==> run_1/m3.png <==
Scale: 6 px per micron.
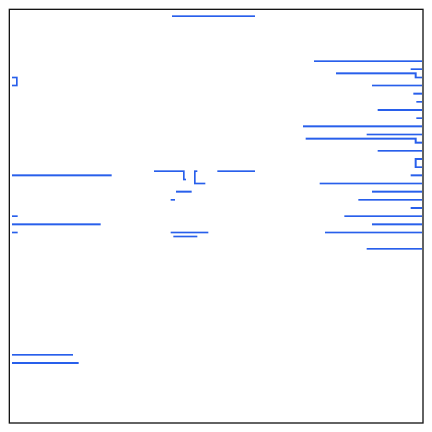
==> run_1/congestion_map.png <==
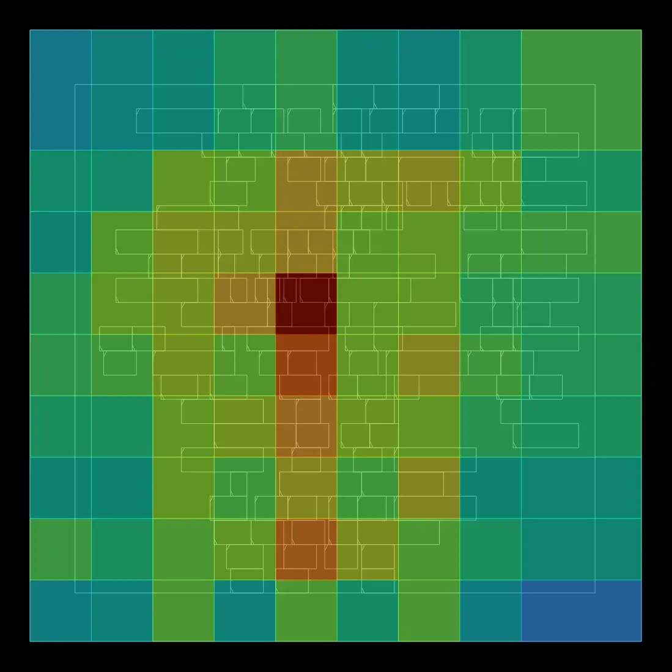
==> run_1/class_map.png <==
Scale: 6 px per micron. Fill, decap, tap and diode cells in grey.
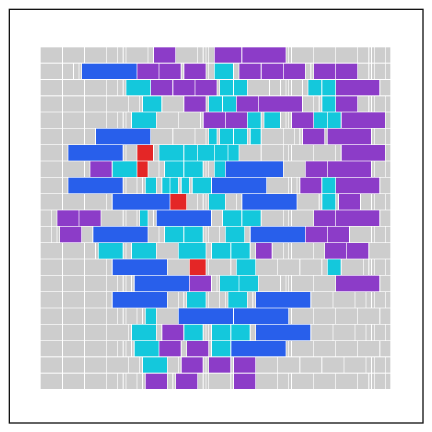
## config.mk

```make
export PLATFORM = sky130hd
export DESIGN_NAME = fetch_sequencer
export DESIGN_NICKNAME = d
export VERILOG_FILES = /design/src/rtl/cpu_pkg.sv /design/src/rtl/fetch_sequencer.sv
export SDC_FILE = /design/constraint.sdc
export NUM_CORES = 1
export LEC_CHECK = 0
export CORE_MARGIN = 5
export CORE_UTILIZATION = 30
export DETAILED_ROUTE_END_ITERATION = 8
export GPL_TIMING_DRIVEN = 1
export PLACE_DENSITY = 0.69
export SETUP_SLACK_MARGIN = 0.5
export SKIP_LAST_GASP = 1
export SYNTH_ARGS = -nofsm -noshare
export SYNTH_HDL_FRONTEND = slang
export SYNTH_SLANG_ARGS = --single-unit
```

## constraint.sdc

```tcl
create_clock -name clk -period 3.51 [get_ports clk]
set_clock_uncertainty 0.2 [all_clocks]
set_input_delay 0.702 -clock clk [delete_from_list [all_inputs] [get_ports clk]]
set_output_delay 0.702 -clock clk [all_outputs]
set_load 0.05 [all_outputs]
```

## src/rtl/cpu_pkg.sv

```systemverilog
// Shared CPU definitions: fetch state encoding and fetch-path constants.
package cpu_pkg;

  // Fetch sequencer states; the encoding is also visible on the debug port.
  typedef enum logic [2:0] {
    ST_BOOT      = 3'd0,
    ST_FETCH_OP  = 3'd1,
    ST_FETCH_ARG = 3'd2,
    ST_ISSUE     = 3'd3,
    ST_HALT      = 3'd4
  } fetch_state_e;

  // PC value loaded when the sequencer leaves reset.
  localparam logic [7:0] RESET_VEC   = 8'h00;
  // Opcode bit that marks a two-byte (opcode + operand) instruction.
  localparam int         LONG_OP_BIT = 7;
  // Opcode that stops fetching once it has been issued.
  localparam logic [7:0] HALT_OPCODE = 8'hFF;

endpackage

```

## src/rtl/fetch_sequencer.sv

```systemverilog
// Fetch sequencer: drives the PC load/inc pins, reads opcode (and operand)
// bytes from instruction memory, and hands assembled instructions to the
// decoder. Branch redirects are applied in the issue handshake cycle.
//
// Handshakes:
//   memory : mem_req stays high with mem_addr = pc_in until mem_ack; the byte
//            on mem_rdata is consumed in the ack cycle. Acks arriving while no
//            fetch is outstanding are ignored.
//   decoder: instr_valid stays high with opcode/operand stable until the cycle
//            where instr_ready is also high; that cycle is the transfer, and
//            branch_req is only looked at in that cycle.
module fetch_sequencer
  import cpu_pkg::*;
#(
  parameter logic [7:0] RESET_VEC   = cpu_pkg::RESET_VEC,
  parameter int         LONG_OP_BIT = cpu_pkg::LONG_OP_BIT,
  parameter logic [7:0] HALT_OPCODE = cpu_pkg::HALT_OPCODE
) (
  input  logic       clk,
  input  logic       rst_n,
  input  logic [7:0] pc_in,
  output logic       pc_load,
  output logic [7:0] pc_load_val,
  output logic       pc_inc,
  output logic       mem_req,
  output logic [7:0] mem_addr,
  input  logic       mem_ack,
  input  logic [7:0] mem_rdata,
  output logic       instr_valid,
  input  logic       instr_ready,
  output logic [7:0] instr_opcode,
  output logic [7:0] instr_operand,
  input  logic       branch_req,
  input  logic [7:0] branch_target,
  output logic       halted,
  output logic [2:0] dbg_state
);

  fetch_state_e r_state;
  fetch_state_e w_next_state;
  logic [7:0]   r_opcode;
  logic [7:0]   r_operand;

  logic         w_pc_load;
  logic [7:0]   w_pc_load_val;
  logic         w_pc_inc;
  logic         w_mem_req;
  logic         w_instr_valid;
  logic         w_halted;
  logic         w_op_capture;
  logic         w_arg_capture;

  // State register; reset parks the FSM in BOOT so the PC is reloaded on release.
  always_ff @(posedge clk or negedge rst_n) begin
    if (!rst_n) begin
      r_state <= ST_BOOT;
    end else begin
      r_state <= w_next_state;
    end
  end

  // Next-state and output decode; PC load and increment are mutually exclusive by state.
  always_comb begin
    w_next_state  = r_state;
    w_pc_load     = 1'b0;
    w_pc_load_val = RESET_VEC;
    w_pc_inc      = 1'b0;
    w_mem_req     = 1'b0;
    w_instr_valid = 1'b0;
    w_halted      = 1'b0;
    w_op_capture  = 1'b0;
    w_arg_capture = 1'b0;
    case (r_state)
      ST_BOOT: begin
        w_pc_load    = 1'b1;
        w_next_state = ST_FETCH_OP;
      end
      ST_FETCH_OP: begin
        w_mem_req = 1'b1;
        if (mem_ack) begin
          w_op_capture = 1'b1;
          w_pc_inc     = 1'b1;
          w_next_state = mem_rdata[LONG_OP_BIT] ? ST_FETCH_ARG : ST_ISSUE;
        end
      end
      ST_FETCH_ARG: begin
        w_mem_req = 1'b1;
        if (mem_ack) begin
          w_arg_capture = 1'b1;
          w_pc_inc      = 1'b1;
          w_next_state  = ST_ISSUE;
        end
      end
      ST_ISSUE: begin
        w_instr_valid = 1'b1;
        if (instr_ready) begin
          if (branch_req) begin
            // Redirect wins over halt: the PC is loaded now and fetch
            // resumes from the target on the next cycle.
            w_pc_load     = 1'b1;
            w_pc_load_val = branch_target;
            w_next_state  = ST_FETCH_OP;
          end else if (r_opcode == HALT_OPCODE) begin
            w_next_state = ST_HALT;
          end else begin
            w_next_state = ST_FETCH_OP;
          end
        end
      end
      ST_HALT: begin
        w_halted = 1'b1;
      end
      default: begin
        w_next_state = ST_BOOT;
      end
    endcase
  end

  // Opcode/operand capture; a fresh opcode clears the operand so 1-byte instructions issue 00.
  always_ff @(posedge clk or negedge rst_n) begin
    if (!rst_n) begin
      r_opcode  <= 8'h00;
      r_operand <= 8'h00;
    end else if (w_op_capture) begin
      r_opcode  <= mem_rdata;
      r_operand <= 8'h00;
    end else if (w_arg_capture) begin
      r_operand <= mem_rdata;
    end
  end

  // PC pulses are gated by rst_n so nothing reaches the counter while reset is held.
  assign pc_load       = w_pc_load & rst_n;
  assign pc_inc        = w_pc_inc & rst_n;
  assign pc_load_val   = w_pc_load_val;
  assign mem_req       = w_mem_req;
  assign mem_addr      = pc_in;
  assign instr_valid   = w_instr_valid;
  assign instr_opcode  = r_opcode;
  assign instr_operand = r_operand;
  assign halted        = w_halted;
  assign dbg_state     = r_state;

endmodule
```

==> results.json, run 1 <==
{
  "dr_wl_met2_microns": 1440,
  "finalCritPeriodShare_pct": 82.9,
  "clkbuf_count": 3,
  "crit_path_end_kind": "primary output",
  "die_h_microns": 68.7,
  "fp_nets": 123,
  "synth_area_sq_um": 1030,
  "h-tree-depth": 1,
  "r2r_setup_slack_ps": 1750,
  "clk_share_pct": 1.65,
  "cpLargestDelayFamily": "simple AND/OR/NAND/NOR gates",
  "buffers": 53,
  "max_stage_delay_ps": 440,
  "final_cell_mix": "clkdlybuf4s50_1 (41), dfrtp_1 (17), a22o_1 (16), and2_1 (11), buf_12 (10)",
  "yosys.area_share.simple_pct": 17.7,
  "cp.depth": 5,
  "worstPathCellList": "clkdlybuf4s50_1, and2_1, and3_1, and2_1, buf_12",
  "edf_count": 0,
  "crit_end": "pc_load_val[1]",
  "p_switching_mw": 0.787,
  "rr_worst_depth": 3,
  "slew_violations": 0,
  "crit_path_top_delay_cell": "clkdlybuf4s50_1",
  "fin_nets": 167,
  "use_met1_pct": 13.6,
  "whs_ps": 345,
  "status": "finished clean",
  "largest_cell_class": "non-clock buffers",
  "tightest_slew_ps": 506,
  "cp_num_buf_inv": 2,
  "path_common_cell": "and2_1",
  "worst_ir_drop_vdd_uv": 468,
  "combPwrFrac_pct": 65.1,
  "power-per-cell-area_nw_per_um2": 928,
  "chip_area_sq_um": 4720,
  "wl_met1_microns": 1060,
  "top_layer_used": "met4",
  "hold_viol_final": 0,
  "yosysSeqAreaShare_pct": 46.0,
  "worstPathRequired_ps": 2610,
  "min_period_ps": 2910,
  "cts_buffers": 3,
  "area_leaders": "dfrtp_1 (46%), a22o_1 (14%), mux2_2 (8.7%)",
  "aoi_share_pct": 17.7,
  "dieWidth_microns": 68.7,
  "seq_cells": 19,
  "synth.avg_cell_area_sq_um": 11.0,
  "via_per_inst": 4.85,
  "xor_share_pct": 0.847,
  "buffer_area_share_pct": 37.9,
  "multi_input_comb_cells": 60,
  "topCombFamilyByArea": "simple AND/OR/NAND/NOR gates",
  "maxPowerGroup": "combinational cells",
  "fin_ws_ps": 600,
  "timing.rr.start": "dbg_state[1]",
  "async_flop_share_pct": 100,
  "fp_util_pct": 31.0,
  "crit_fanout": 9,
  "swShare_pct": 50.9,
  "cts_tree": "done",
  "gr-total-overflow": 0,
  "fin_cells": 183,
  "crit_type": "in2out",
  "inverters": 1,
  "route.met3.wl_microns": 291,
  "cts_setup_buffers": 0,
  "setup_viol": 0,
  "yosys_area_sq_um": 1030,
  "min_from": "instr_opcode[6]",
  "clk_pin_slew_ps": 100,
  "clockRootBuffer": "clkbuf_4",
  "ys_cells": 94,
  "drtAntennaViolNets": 0,
  "seqPwrFrac_pct": 27.8,
  "comb_area_sq_um": 467,
  "insertion_delay_ps": 290,
  "timing.fmax_mhz": 344,
  "placed_area_sq_um": 1630,
  "port-buffer-count": 52,
  "grt_max_degree": 19,
  "hp-class": "reg2reg",
  "tool_warnings": 26,
  "core-area_sq_um": 3340,
  "timing.rr.end": "instr_opcode[3]",
  "min_path_cells": 1,
  "arrival_ps": 2010,
  "gp_congestion": 0.826,
  "syn2layout_area_growth_pct": 61.0,
  "powerComb_mw": 1.01
}
-- m3.png (at the start) --
- main direction: horizontal
- share of all routed wire: 10%
- longest straight run: 19.6 microns
- nets with wire on the layer: 35
- wire length on this layer: 292 microns
final wirelength: 2820 microns
total number of vias: 888
Global Route met3 Usage: 3.73%

-- congestion_map.png (at the start) --
final core occ: 49.9%
GRT met2 Usage: 21.1%
gr usage total: 12.1%
average wire per standard cell: 15.4 microns
GR peak layer: met2

-- class_map.png (at the start) --
- registers: blue (cells 19; share of their area 30%)
- remaining buffers and delay cells: purple (cells 53; share of their area 39%)
- remaining logic cells: cyan (cells 61; share of their area 29%)
- clock drivers and dummy loads: red (cells 4; share of their area 1.7%)

==> run_1/sizing.png <==
Scale: 6 px per micron.
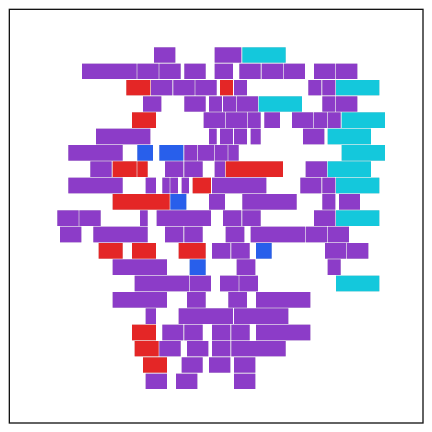

==> inputs of run 2 (changes only) <==
PLACE_DENSITY = 0.72   (was 0.69)
clock period = 2.5 ns   (was 3.51 ns; I/O delays follow)
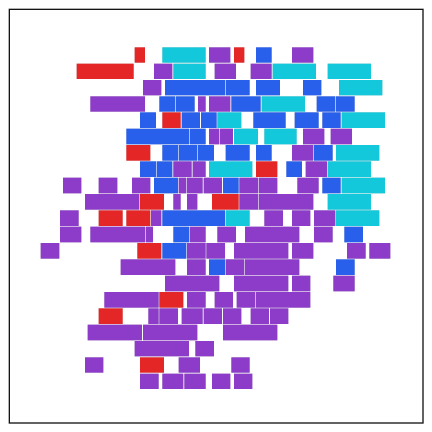
(run_2/sizing.png)
Scale: 6 px per micron.
- x2: red (cells 14; most used mux2_2)
- x3 and x4: blue (cells 36; most used and2_4)
- x1 and smaller: purple (cells 83; most used clkdlybuf4s50_1)
- x6 and larger: cyan (cells 17; most used buf_12)

==> results.json, run 2 <==
{
  "status": "finished clean",
  "routedWlPerCell_microns": 16.8,
  "cts_setup_buffers": 11,
  "maxPowerGroup": "combinational cells",
  "max_stage_delay_ps": 520,
  "crit_path_top_delay_cell": "dfrtp_4",
  "clockRootBuffer": "clkbuf_4",
  "cp.depth": 4,
  "worstPathRequired_ps": 1800,
  "crit_path_end_kind": "primary output",
  "clkbuf_count": 3,
  "dieWidth_microns": 68.7,
  "seqPwrFrac_pct": 23.0,
  "die_h_microns": 68.7,
  "cp_num_buf_inv": 1,
  "via_per_inst": 5.02,
  "final_cell_mix": "clkdlybuf4s50_1 (18), dlygate4sd2_1 (17), a22o_1 (16), dfrtp_1 (16), buf_12 (12)",
  "h-tree-depth": 1,
  "aoi_share_pct": 17.7,
  "setup_viol": 0,
  "met2_usage_pct": 25.5,
  "r2r_setup_slack_ps": 580,
  "chip_area_sq_um": 4720,
  "placed_area_sq_um": 1710,
  "synth.avg_cell_area_sq_um": 11.0,
  "tightest_slew_ps": 503,
  "top_layer_used": "met4",
  "buffer_area_share_pct": 38.9,
  "multi_input_comb_cells": 61,
  "timing.rr.end": "instr_operand[5]",
  "area_leaders": "dfrtp_1 (46%), a22o_1 (14%), mux2_2 (8.7%)",
  "async_flop_share_pct": 100,
  "ys_cells": 94,
  "dr_wl_met2_microns": 1700,
  "fin_nets": 180,
  "fp_util_pct": 31.0,
  "yosys_area_sq_um": 1030,
  "largest_cell_class": "non-clock buffers",
  "fin_cells": 196,
  "power-per-cell-area_nw_per_um2": 1300,
  "yosys.area_share.simple_pct": 17.7,
  "cts_buffers": 3,
  "buffers": 65,
  "core-area_sq_um": 3340,
  "seq_cells": 19,
  "timing.rr.start": "dbg_state[0]",
  "edf_count": 0,
  "cpLargestDelayFamily": "flip-flops",
  "worst_ir_drop_vdd_uv": 502,
  "fin_ws_ps": 300,
  "min_path_cells": 1,
  "arrival_ps": 1500,
  "whs_ps": 349,
  "num_vias": 983,
  "worstPathCellList": "nor2b_4, and3_4, o21a_4, buf_12",
  "comb_area_sq_um": 567,
  "hp-class": "reg2reg",
  "topCombFamilyByArea": "simple AND/OR/NAND/NOR gates",
  "synth_area_sq_um": 1030
}
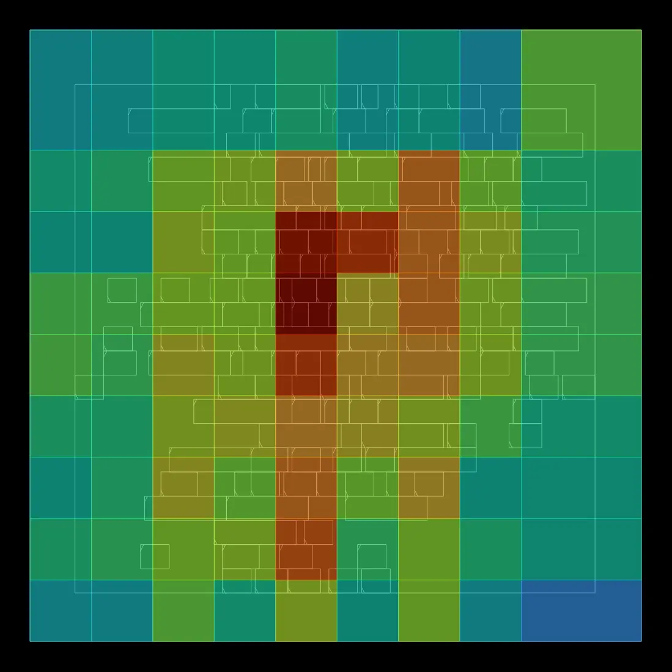
(run_2/congestion_map.png)
met1 Use GR: 14.9%
gr usage total: 14.1%
final core occ: 56.1%
Global Route met3 Usage: 3.40%

No activity file was given, so power comes from the tool's default toggle rates.
